==> images/cell_density.png <==
The die is cut into 21 by 22 equal tiles; white is low, dark blue is high, 0 to 100% covered.
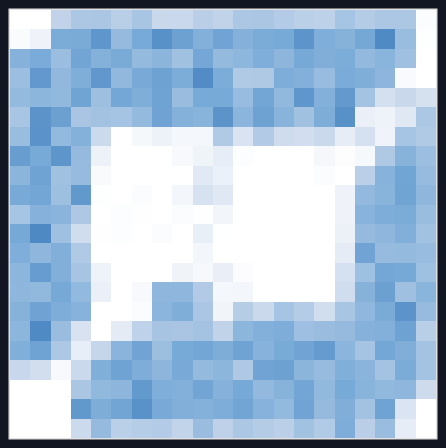
==> images/congestion.png <==
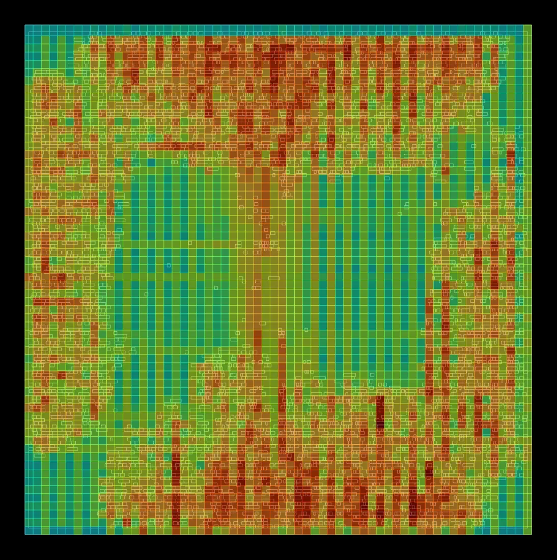
==> images/layer_met2.png <==
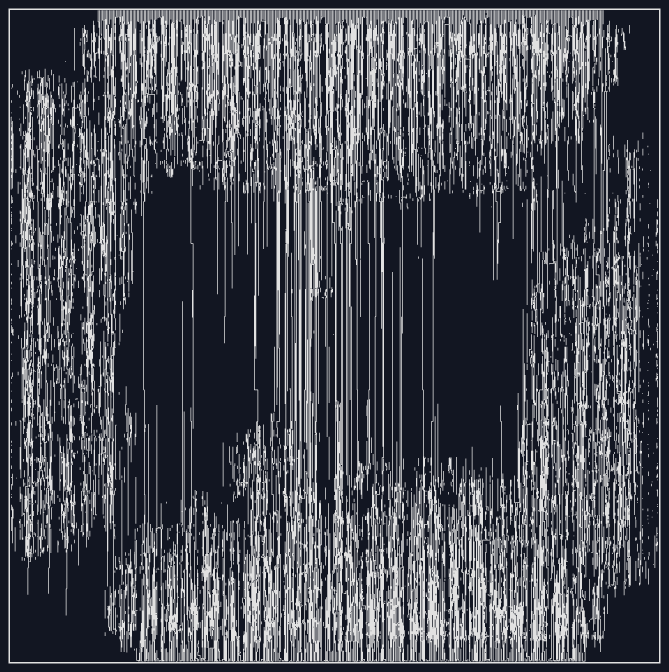
==> images/wires.png <==
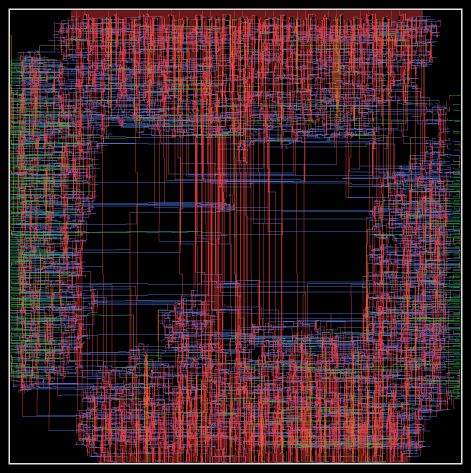
Design tpu_job_launcher, sky130hd; sources not shown.
==> run notes <==
Flow results are below.

- The run finished, with violations left.
- The checks that failed: max-capacitance violations, max-slew violations.
- The dominant power group in this design is clock.
- The CTS tree is built, for reference.
- The final design instance area without fill is 0.0590 mm2, for reference.
- Setup repair after global routing left no endpoint under its margin.
- The synthesis-to-layout area growth is 41.9%, for reference.
- In this run the remaining antenna-violating nets after routing total 0.
- The critical path in this run is classified as primary input to asynchronous set/reset pin.
- The final routed DRC violation total is 0, for reference.
- The area of the synthesized netlist per yosys stat is 0.0416 mm2, for reference.
- The horizontal die dimension reported for this design is 428 um.
- Row generation in the floorplan step produced 154 rows.
- The main flop type is sky130_fd_sc_hd__dfrtp_1, for reference.
- Summed over all layers, the global routing overflow is 0.
- The source-to-sink clock delay at the later pin of the worst-skew pair is 0.77 ns, for reference.
- The worst clock skew is 0.0376 ns, for reference.
- Per the layout report, the design carries 17879 filler cells.
- Per the Yosys statistics, synthesis produced 3350 cells.
- The floorplan report lists the tap cell count as 2340.
- The timing report gives the clock slew at the launch and capture registers of the worst setup and hold paths as 0.06 ns.
- In this run the number of H-tree levels came out at 3.
- Gates resized during post-CTS repair numbered 0.
- Synthesis instantiated 57 different standard cells from the library.
- Measured along the y axis, the die boundary spans 430 um.
- The initial antenna violation count is 20.
- For this design, the sink count on the clock tree is 1051.
- The data arrival time of the critical path is 16.00 ns, for reference.
- The routed design shows a via density per instance of 5.02.
- The die covers 0.184 mm2.
- The slack of the worst reg-to-reg path is 27.84 ns, for reference.
- The combined flip-flop and latch cell area is 0.0263 mm2, for reference.
- Max fanout on the critical path was recorded as 73.
- The register with the most flip-flops in the layout has 1024 of them.
- The number of hold buffers added after CTS was 0.
- The min-delay analysis places its worst path in the category register to register.
- The post-synth tally of flip-flops with integrated enable is 0, for reference.
- Combinational power for this build is 579 uW.
- The count of buffers added on input and output ports is 1081.
- The average instance in the mapped netlist occupies 12.4 um2.
- Counting the inverters off the clock network in the layout gives 12.
- The final layout contains a sequential cell count of 1051.
- The number of multi-input combinational cells in the layout is 1849.
- Warnings raised by the tools during the run amount to 32.
- The number of global-route vias before repair came to 33960.
- The register bit total from synthesis is 1051, for reference.
- The clock tree buffer depth is 3, for reference.
- The highest achievable clock rate is 65.9 MHz, for reference.
- The relative contribution of sequential cells to total power is 40.5%, for reference.
- The nature of the critical path startpoint is a primary input, for reference.
- The cell-internal power is 2350 uW, for reference.
- Routability-driven placement finished with a final weighted congestion of 0.761.
- The number of cells traversed by the worst hold path is 2, for reference.
- The share of total power dissipated in the clock network is 42.5%.
- Non-clock buffers make up 19.8% of the layout cell area.
- The fraction of area in registers is 44.6%, for reference.
- The clock tree root driver cell is sky130_fd_sc_hd__clkbuf_16, for reference.
- The number of warnings issued by yosys is 6, for reference.
- The half-perimeter wire length after detailed placement is 135000 um, for reference.
- The global-route wire length before repair is 286000 um, for reference.
- The cell count after synthesis is 3350, for reference.
- The leakage power in the latest report is 0.0275 uW.
- The repair_antennas step left the layout with diodes totalling 14.
- For reference, the top cells by area after synthesis are sky130_fd_sc_hd__dfrtp_1 (63%), sky130_fd_sc_hd__a32o_1 (9.2%), sky130_fd_sc_hd__mux2i_1 (6.7%).
- The top-level I/O count is 1082, for reference.
- Per the layout area report, the combinational fraction of cell area is 23.3%.
- After synthesis, flip-flops and latches occupy 63.3% of the total area.
- The number of setup buffers added after CTS is 0, for reference.
- The cell accounting for the most synthesized area is sky130_fd_sc_hd__dfrtp_1, for reference.
- The DRC marker count from the first detailed-route iteration is 2843, for reference.
- In this run, power in the clock network comes to 1440 uW.
- Per the area breakdown, the dominant cell category is registers.
- The most critical hold endpoint after final layout shows a slack of 0.482 ns.
- In this run the tightest slew margin relative to its limit is -180%.
- The layout net count is 4281, for reference.
- In the final report, the number of endpoints failing setup comes to 0.
- The area share of the largest cell type after synthesis is 63.3%, for reference.
- The required time reported for the critical path endpoint is 33.23 ns, for reference.
- The part of the power in combinational logic is 17.0%, for reference.
- The post-placement cell area is 0.0547 mm2.
- Logic depth along the worst register-to-register path is recorded as 9.
- The switching part of the total is 30.9%, for reference.
- The first detailed-routing pass ran for 5 iterations.
- The total standard cell area after synthesis is 0.0416 mm2, for reference.
- The sort of element at the end of the critical path is an asynchronous set/reset pin, for reference.
- Per the post-synthesis report, the nets total 3402.
- For reference, the final report shows the hold violation count at 0.
- The total of plain and repair buffers excluding clock buffers is 1194, for reference.
- The share of final layout cell area taken by clock buffers and inverters is 7.17%, for reference.
- The total negative slack for setup checks is 0 ns, for reference.
- Max-cap violations in this run came to 8.
- In the final layout, the clock buffer count is 185.
- The proportion of register bits with asynchronous set or reset after synthesis is 100%, for reference.
- For the sequential group, total power comes out at 1380 uW.
- The ratio of total power to cell area is 57.7 mW/mm2, for reference.
- The final tally of max-slew violations is 349, for reference.
- OpenROAD reports that the post-layout worst path occupies 46.8% of the period.
- The maximum vdd ir drop is 40.9 uV, for reference.
- In this run, CTS created clock tree buffers numbering 121.
- The largest net degree at the start of global routing is 130, for reference.
- The total net switching power is 1050 uW, for reference.
- The smallest clock period supported by the final layout is computed as 15.17 ns.
- The layout summary lists the proportion of cells stronger than drive strength 1 as 9.23%.
- For the pin with the worst max-slew slack, the measured transition is 4.19 ns.
- The combinational cell area excluding buffers and inverters is 0.0138 mm2, for reference.
Back to the opening pictures, cell_density.png:
nearly empty tiles = 20%
emptiest ninth of the die = middle
fullest tile = 64%
area of the placeable core: 0.176 mm2
Floorplan Utilization: 23.6%
utilization of the core after routing: 33.4%

Back to the opening pictures, congestion.png:
WL per Instance: 30.8 um
global-route met3 utilization: 5.52%

Back to the opening pictures, layer_met2.png:
share of all routed wire = 52%
nets with wire on the layer = 3761
main direction = vertical
wire length on this layer = 106 mm
Total Routed Length: 206000 um
via total after detailed routing: 33572
M2 GR Usage: 38.3%

Back to the opening pictures, wires.png:
metal 2 -> red  # wire length 106 mm
metal 1 -> blue  # wire length 78.6 mm
metal 4 -> orange  # wire length 8190 um
metal 3 -> green  # wire length 13200 um
GRT Overall Usage: 21.7%

[placed cells by master, fill, tap and decap left out, drive strengths merged, types with 8 or more instances in the layout]
master | netlist | final
nor2 | 17 | 17
a22o | 24 | 24
buf | 176 | 108
diode | 0 | 14
o211ai | 330 | 330
dfrtp | 1051 | 1051
nand2b | 37 | 37
o21ai | 339 | 339
clkdlybuf4s50 | 0 | 592
nand2 | 331 | 331
mux2i | 279 | 279
clkinv | 0 | 25
inv | 12 | 17
a32o | 383 | 383
dlygate4sd3 | 0 | 485
a21oi | 12 | 12
clkbuf | 262 | 194
o22ai | 16 | 16
bufinv | 0 | 8
[worst max-delay path, stage by stage]
cell and delay [ns]:
sky130_fd_sc_hd__dlygate4sd3_1 0.57, sky130_fd_sc_hd__clkinvlp_2 0.52, sky130_fd_sc_hd__clkbuf_1 2.98, sky130_fd_sc_hd__clkbuf_1 2.31, sky130_fd_sc_hd__buf_4 0.86, sky130_fd_sc_hd__buf_4 0.65
sky130_fd_sc_hd__buf_4 0.74, sky130_fd_sc_hd__buf_6 0.64
[per-layer routing]
metal,up-vias,global-route usage (%),routed length [um]
li1,14281,-,-
met1,17825,25.1,78600
met2,1184,38.3,106000
met3,282,5.52,13200
met4,0,8.24,8190
met5,-,0,0
[through the flow]
stage / setup slack (ns) / cells / total power, uW
2_1_floorplan: 11.81 / 3350 / 1700
3_3_place_gp: 20.10 / 6444 / 1990
3_5_place_dp: 20.11 / 6445 / 2000
4_1_cts: 20.97 / 6672 / 3460
5_1_grt: 15.66 / 6685 / 3530
6_report: 17.23 / 6687 / 3400
[Yosys cell counts (3+ instances only)]
cell type,count
sky130_fd_sc_hd__a21oi_1,11
sky130_fd_sc_hd__a22o_1,24
sky130_fd_sc_hd__a2bb2oi_1,4
sky130_fd_sc_hd__a32o_1,383
sky130_fd_sc_hd__and2_1,4
sky130_fd_sc_hd__and4_1,3
sky130_fd_sc_hd__and4b_1,3
sky130_fd_sc_hd__buf_1,37
sky130_fd_sc_hd__buf_2,133
sky130_fd_sc_hd__buf_4,6
sky130_fd_sc_hd__clkbuf_1,262
sky130_fd_sc_hd__dfrtp_1,1051
sky130_fd_sc_hd__ha_1,4
sky130_fd_sc_hd__inv_1,12
sky130_fd_sc_hd__mux2i_1,279
sky130_fd_sc_hd__nand2_1,331
sky130_fd_sc_hd__nand2b_1,37
sky130_fd_sc_hd__nand3_1,6
sky130_fd_sc_hd__nand4_1,6
sky130_fd_sc_hd__nand4b_1,3
sky130_fd_sc_hd__nand4bb_1,3
sky130_fd_sc_hd__nor2_1,17
sky130_fd_sc_hd__nor3_1,3
sky130_fd_sc_hd__o211ai_1,330
sky130_fd_sc_hd__o21ai_0,323
sky130_fd_sc_hd__o21ai_1,16
sky130_fd_sc_hd__o22ai_1,16
sky130_fd_sc_hd__or3_1,3
[kinds of logic (layout without fill, tap and decap cells)]
logic type	Yosys count	after routing	synth area share (%)
and+or+nand+nor	446	446	4.87
adders and majority gates	4	4	0.120
DFF	1051	1051	63.3
AOI/OAI and AO/OA	1120	1120	20.5
muxes	279	279	6.72
buffers and inverters	450	1433	4.52
other	0	14	0
No activity file was given, so power comes from the tool's default toggle rates.
